### config.mk
export PLATFORM = sky130hd
export DESIGN_NAME = gate_compare_seq_flat
export DESIGN_NICKNAME = d
export VERILOG_FILES = /design/src/rtl/gate_compare_seq_pkg.sv /design/src/rtl/gate_compare_seq_if.sv /design/src/rtl/gate_compare_seq_vote3.sv /design/src/rtl/gate_compare_seq.sv /design/src/flat_wrapper.sv
export SDC_FILE = /design/constraint.sdc
export NUM_CORES = 1
export LEC_CHECK = 0
export CORE_UTILIZATION = 51
export DETAILED_ROUTE_END_ITERATION = 6
export PLACE_DENSITY = 0.87
export SYNTH_ARGS = -nofsm -noshare
export SYNTH_HDL_FRONTEND = slang
export SYNTH_SLANG_ARGS = --single-unit
### constraint.sdc
create_clock -name clk -period 2.2 [get_ports clk]
set_input_delay 0.22 -clock clk [delete_from_list [all_inputs] [get_ports clk]]
set_output_delay 0.22 -clock clk [all_outputs]
set_load 0.03 [all_outputs]
### src/rtl/gate_compare_seq_pkg.sv
// Shared types and constants for the gate comparison sequencer.
// Holds the FSM state encoding, the sweep length and the implementation bit positions.
package gate_seq_pkg;

    typedef enum logic [1:0] {
        ST_IDLE   = 2'd0,
        ST_SETTLE = 2'd1,
        ST_CHECK  = 2'd2,
        ST_DONE   = 2'd3
    } state_t;

    localparam int NUM_VECTORS = 4;

    // Bit positions in the disagree mask: structural, dataflow, behavioral.
    localparam int IDX_S = 0;
    localparam int IDX_D = 1;
    localparam int IDX_B = 2;

    localparam logic [1:0] LAST_VEC = 2'(NUM_VECTORS - 1);

endpackage

### src/rtl/gate_compare_seq_if.sv
// Bundle of stimulus, implementation outputs and sweep results between the sequencer and its user.
// master drives start/abort and the three implementation outputs; slave is the sequencer.
interface gate_compare_seq_if;

    logic       start;
    logic       abort;
    logic [2:0] ys;
    logic [2:0] yd;
    logic [2:0] yb;
    logic       a;
    logic       b;
    logic       busy;
    logic       done;
    logic       pass;
    logic [2:0] mismatch_count;
    logic [1:0] first_fail_vec;
    logic [2:0] first_fail_mask;

    modport master (
        output start, abort, ys, yd, yb,
        input  a, b, busy, done, pass, mismatch_count, first_fail_vec, first_fail_mask
    );

    modport slave (
        input  start, abort, ys, yd, yb,
        output a, b, busy, done, pass, mismatch_count, first_fail_vec, first_fail_mask
    );

endinterface

### src/rtl/gate_compare_seq_vote3.sv
// Combinational 2-of-3 voter: per-bit majority of three 3-bit words and which inputs disagree with it.
module gate_vote3
    import gate_seq_pkg::*;
(
    input  logic [2:0] ys,
    input  logic [2:0] yd,
    input  logic [2:0] yb,
    output logic [2:0] maj,
    output logic [2:0] disagree
);

    always_comb begin
        maj             = (ys & yd) | (ys & yb) | (yd & yb);
        disagree        = 3'b000;
        disagree[IDX_S] = |(ys ^ maj);
        disagree[IDX_D] = |(yd ^ maj);
        disagree[IDX_B] = |(yb ^ maj);
    end

endmodule

### src/rtl/gate_compare_seq.sv
// Sweeps the four (a,b) input vectors through three gate implementations and majority-votes their outputs.
// state  | meaning
// IDLE   | waiting for start; results and last vector held
// SETTLE | current vector held for SETTLE_CYCLES cycles
// CHECK  | one cycle: vote, record mismatch, advance or finish
// DONE   | one-cycle done pulse with pass valid
module gate_compare_seq
    import gate_seq_pkg::*;
#(
    parameter int SETTLE_CYCLES = 2
) (
    input  logic               clk,
    input  logic               rst,
    gate_compare_seq_if.slave  bus
);

    localparam logic [3:0] SETTLE_LOAD = 4'(SETTLE_CYCLES - 1);

    state_t     state;
    logic [3:0] settle_cnt;
    logic [1:0] k;
    logic [1:0] k_next;
    logic       a_q;
    logic       b_q;
    logic       busy_q;
    logic       done_q;
    logic       pass_q;
    logic [2:0] mismatch_q;
    logic [1:0] fail_vec_q;
    logic [2:0] fail_mask_q;

    logic [2:0] maj;
    logic [2:0] disagree;
    logic       flagged;
    logic [2:0] count_next;

    gate_vote3 u_vote (
        .ys       (bus.ys),
        .yd       (bus.yd),
        .yb       (bus.yb),
        .maj      (maj),
        .disagree (disagree)
    );

    always_comb begin
        flagged    = |disagree;
        count_next = mismatch_q + {2'b00, flagged};
        k_next     = k + 2'd1;
    end

    always_ff @(posedge clk) begin
        if (rst) begin
            state       <= ST_IDLE;
            settle_cnt  <= 4'd0;
            k           <= 2'd0;
            a_q         <= 1'b0;
            b_q         <= 1'b0;
            busy_q      <= 1'b0;
            done_q      <= 1'b0;
            pass_q      <= 1'b0;
            mismatch_q  <= 3'd0;
            fail_vec_q  <= 2'd0;
            fail_mask_q <= 3'd0;
        end else if (state != ST_IDLE && bus.abort) begin
            // Partial mismatch/fail results stay visible after a cancel.
            state  <= ST_IDLE;
            a_q    <= 1'b0;
            b_q    <= 1'b0;
            busy_q <= 1'b0;
            done_q <= 1'b0;
            pass_q <= 1'b0;
        end else begin
            case (state)
                ST_IDLE: begin
                    done_q <= 1'b0;
                    if (bus.start && !bus.abort) begin
                        state       <= ST_SETTLE;
                        settle_cnt  <= SETTLE_LOAD;
                        k           <= 2'd0;
                        a_q         <= 1'b0;
                        b_q         <= 1'b0;
                        busy_q      <= 1'b1;
                        pass_q      <= 1'b0;
                        mismatch_q  <= 3'd0;
                        fail_vec_q  <= 2'd0;
                        fail_mask_q <= 3'd0;
                    end
                end
                ST_SETTLE: begin
                    if (settle_cnt == 4'd0) begin
                        state <= ST_CHECK;
                    end else begin
                        settle_cnt <= settle_cnt - 4'd1;
                    end
                end
                ST_CHECK: begin
                    if (flagged) begin
                        mismatch_q <= count_next;
                        if (mismatch_q == 3'd0) begin
                            fail_vec_q  <= k;
                            fail_mask_q <= disagree;
                        end
                    end
                    if (k == LAST_VEC) begin
                        // a,b keep the last vector so the idle outputs show what was swept.
                        state  <= ST_DONE;
                        done_q <= 1'b1;
                        busy_q <= 1'b0;
                        pass_q <= (count_next == 3'd0);
                    end else begin
                        state      <= ST_SETTLE;
                        settle_cnt <= SETTLE_LOAD;
                        k          <= k_next;
                        a_q        <= k_next[0];
                        b_q        <= k_next[1];
                    end
                end
                ST_DONE: begin
                    state  <= ST_IDLE;
                    done_q <= 1'b0;
                end
                default: begin
                    state <= ST_IDLE;
                end
            endcase
        end
    end

    assign bus.a               = a_q;
    assign bus.b               = b_q;
    assign bus.busy            = busy_q;
    assign bus.done            = done_q;
    assign bus.pass            = pass_q;
    assign bus.mismatch_count  = mismatch_q;
    assign bus.first_fail_vec  = fail_vec_q;
    assign bus.first_fail_mask = fail_mask_q;

endmodule

### src/flat_wrapper.sv
// flat-port wrapper written by rule: the top's interface ports become plain ports
module gate_compare_seq_flat import gate_seq_pkg::*;
#(
    parameter int SETTLE_CYCLES = 2
)
  (clk, rst, bus_start, bus_abort, bus_ys, bus_yd, bus_yb, bus_a, bus_b, bus_busy, bus_done, bus_pass, bus_mismatch_count, bus_first_fail_vec, bus_first_fail_mask);
  gate_compare_seq_if bus_i ();
  input  logic clk;
  input  logic rst;
  input wire logic [$bits(bus_i.start)-1:0] bus_start;
  input wire logic [$bits(bus_i.abort)-1:0] bus_abort;
  input wire logic [$bits(bus_i.ys)-1:0] bus_ys;
  input wire logic [$bits(bus_i.yd)-1:0] bus_yd;
  input wire logic [$bits(bus_i.yb)-1:0] bus_yb;
  output wire logic [$bits(bus_i.a)-1:0] bus_a;
  output wire logic [$bits(bus_i.b)-1:0] bus_b;
  output wire logic [$bits(bus_i.busy)-1:0] bus_busy;
  output wire logic [$bits(bus_i.done)-1:0] bus_done;
  output wire logic [$bits(bus_i.pass)-1:0] bus_pass;
  output wire logic [$bits(bus_i.mismatch_count)-1:0] bus_mismatch_count;
  output wire logic [$bits(bus_i.first_fail_vec)-1:0] bus_first_fail_vec;
  output wire logic [$bits(bus_i.first_fail_mask)-1:0] bus_first_fail_mask;
  assign bus_i.start = bus_start;
  assign bus_i.abort = bus_abort;
  assign bus_i.ys = bus_ys;
  assign bus_i.yd = bus_yd;
  assign bus_i.yb = bus_yb;
  assign bus_a = bus_i.a;
  assign bus_b = bus_i.b;
  assign bus_busy = bus_i.busy;
  assign bus_done = bus_i.done;
  assign bus_pass = bus_i.pass;
  assign bus_mismatch_count = bus_i.mismatch_count;
  assign bus_first_fail_vec = bus_i.first_fail_vec;
  assign bus_first_fail_mask = bus_i.first_fail_mask;
  gate_compare_seq #(.SETTLE_CYCLES(SETTLE_CYCLES)) u_core (.clk(clk), .rst(rst), .bus(bus_i));
endmodule
Fig. 1: clock nets
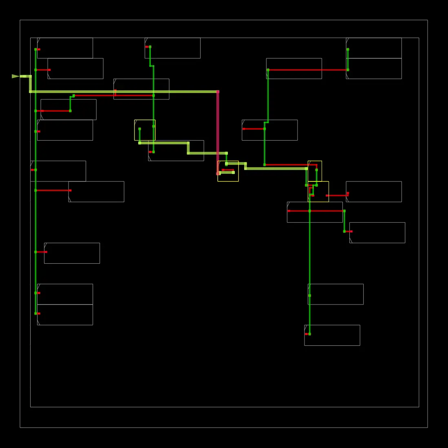
count of clock buffers in the final design: 3
FF+latch count: 21
Num CTS Buffers: 3
power attributed to the clock group: 181 µW

Fig. 2: the metal 3 layer
The bar under the picture is 20 µm long.
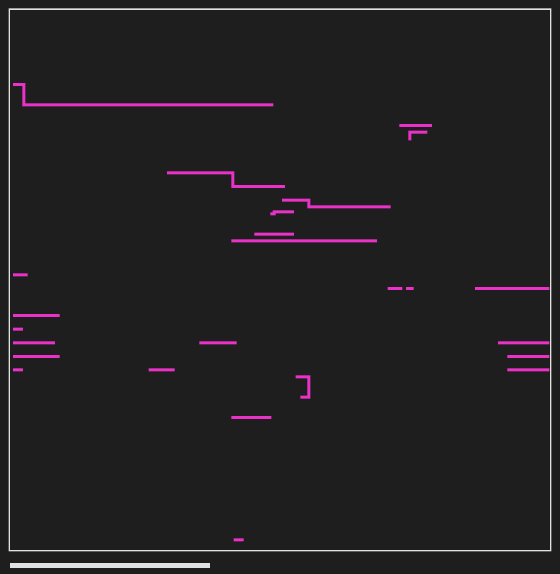
The layer carries 128 µm of wire. 20 nets have wire on it. The wires run mostly horizontal. The longest straight run is 24.8 µm.

==> results.txt <==
Results of an implementation run.

Across the placement rows, the number of tap cells is 30. The final critical delay including setup and external delays is 2.09 ns. The number of logic gates is 130. Entering global routing, the biggest net connects 19 pins. Across the routed clock network, the largest skew measured is 0.00191 ns. The number of vias per cell is 5.74. The most instantiated flip-flop cell in the synthesis netlist is sky130_fd_sc_hd__dfxtp_1. The first-pass detailed-route iteration total is 4. The critical path endpoint has a required time of 2.44 ns. The run finished with clean final reports. The final number of max-transition violations is 0. The peak-usage layer in the global routing report is met2. The fraction of final cell area spent on clock buffers and inverters in this run is 0.0149. The detail route stage leaves a number of antenna-violating nets equal to 0.

The layout summary lists the proportion of cells stronger than drive strength 1 as 0.159. Leaving out the clock tree, the finished layout contains an inverter count of 11. The number of synthesis warnings is 0.

The most critical min-delay path falls under flip-flop to flip-flop. Per the CTS log, the maximum H-tree level is 1. The first global-routing pass estimated 5240 µm of wire. CTS saw 21 sinks. The overall die area is 0.00292 mm². The post-detailed-placement half-perimeter wirelength is 2560 µm. In the final routed layout, each cell accounts on average for 13.9 µm. The effective utilization at floorplan is 0.548. The mapped cell area is 0.00138 mm². The share of the core filled with cells is 0.732.

Post-route period utilization is reported as 0.952. For this run, the script counts the antenna cells in the layout as 0. According to the Yosys statistics, the synthesized design has a chip area of 0.00138 mm². Along the worst hold path, the cell count comes to 2. The top logic cell family in the synthesized netlist is simple AND/OR/NAND/NOR gates. The sum of negative setup slack is 0 ns. The number of distinct library cells after synthesis is 39. Per the run summary, max-cap violations total 0. TritonCTS built the clock tree. Including well taps, the total number of placed cells is 232.

Measured against the total synthesized area, the mux share comes to 0.0580. The report shows a maximum critical-path fanout of 2. For this design, the slowest cell found on the critical path is sky130_fd_sc_hd__clkdlybuf4s50_1. The filler cells instantiated in the layout total 203.

The via count of the first global-routing pass is 1,293. The number of hold buffers added after CTS was 0. At floorplan, the net count of the design was reported as 187. The largest register by flop count is u_core.settle_cnt.

The area used by sequential logic in the layout is 420 µm². Gates resized during post-CTS repair numbered 11. On met3, the global router reports a usage of 0.0593. According to the floorplan report, the die height is 54.0 µm. The sequential cell area share is 0.228. Headroom to the max-slew limit came out at 0.631.
Fig. 3: metal 1
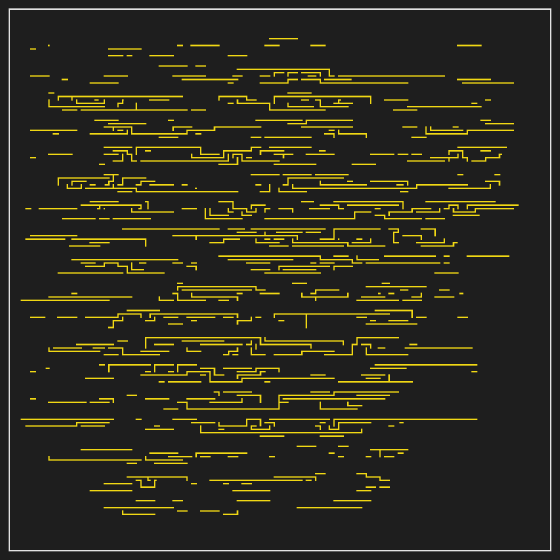
The layer holds 42% of the routed length. 209 nets have wire on it. The wires run mostly horizontal.

Fig. 4: wiring heat map
The bar under the picture is 20 µm long. 11 x 11 tiles, from dark blue (low) to red (high), scaled to the fullest tile. Values are wire area over tile area, all layers added.
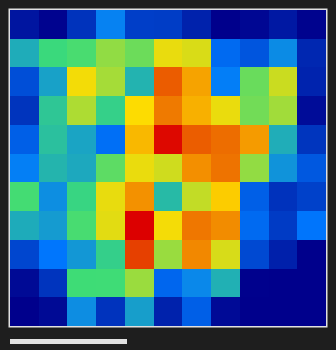
The emptiest ninth of the die: bottom right. The densest ninth of the die: middle. 39% of the tiles are over half the peak. The mean over all tiles is 0.18.

path summary, 6_finish.rpt:
kind                         from                    to  slack [ns]
setup / recovery        bus_ys[0]       u_core.bus.pass        0.11
setup reg to reg  u_core.state[0]  u_core.settle_cnt[2]        0.24
hold reg to reg   u_core.bus.done       u_core.bus.done        0.48
hold / removal    u_core.bus.done       u_core.bus.done        0.48
power groups by stage:
stage	Combinational (µW)	Sequential, µW	Clock [µW]
global placement	207	412	0
finish	224	405	181
global route	245	406	196
floorplan	128	415	0
CTS	219	405	192
detailed placement	216	413	0
worst max-delay path, delay by kind of cell:
family / cells / cell delay [ns]
and+or+nand+nor: 6 / 0.95
adders and majority gates: 2 / 0.39
AOI/OAI and AO/OA: 2 / 0.30
buffers and inverters: 1 / 0.47
No activity file was given, so power comes from the tool's default toggle rates.
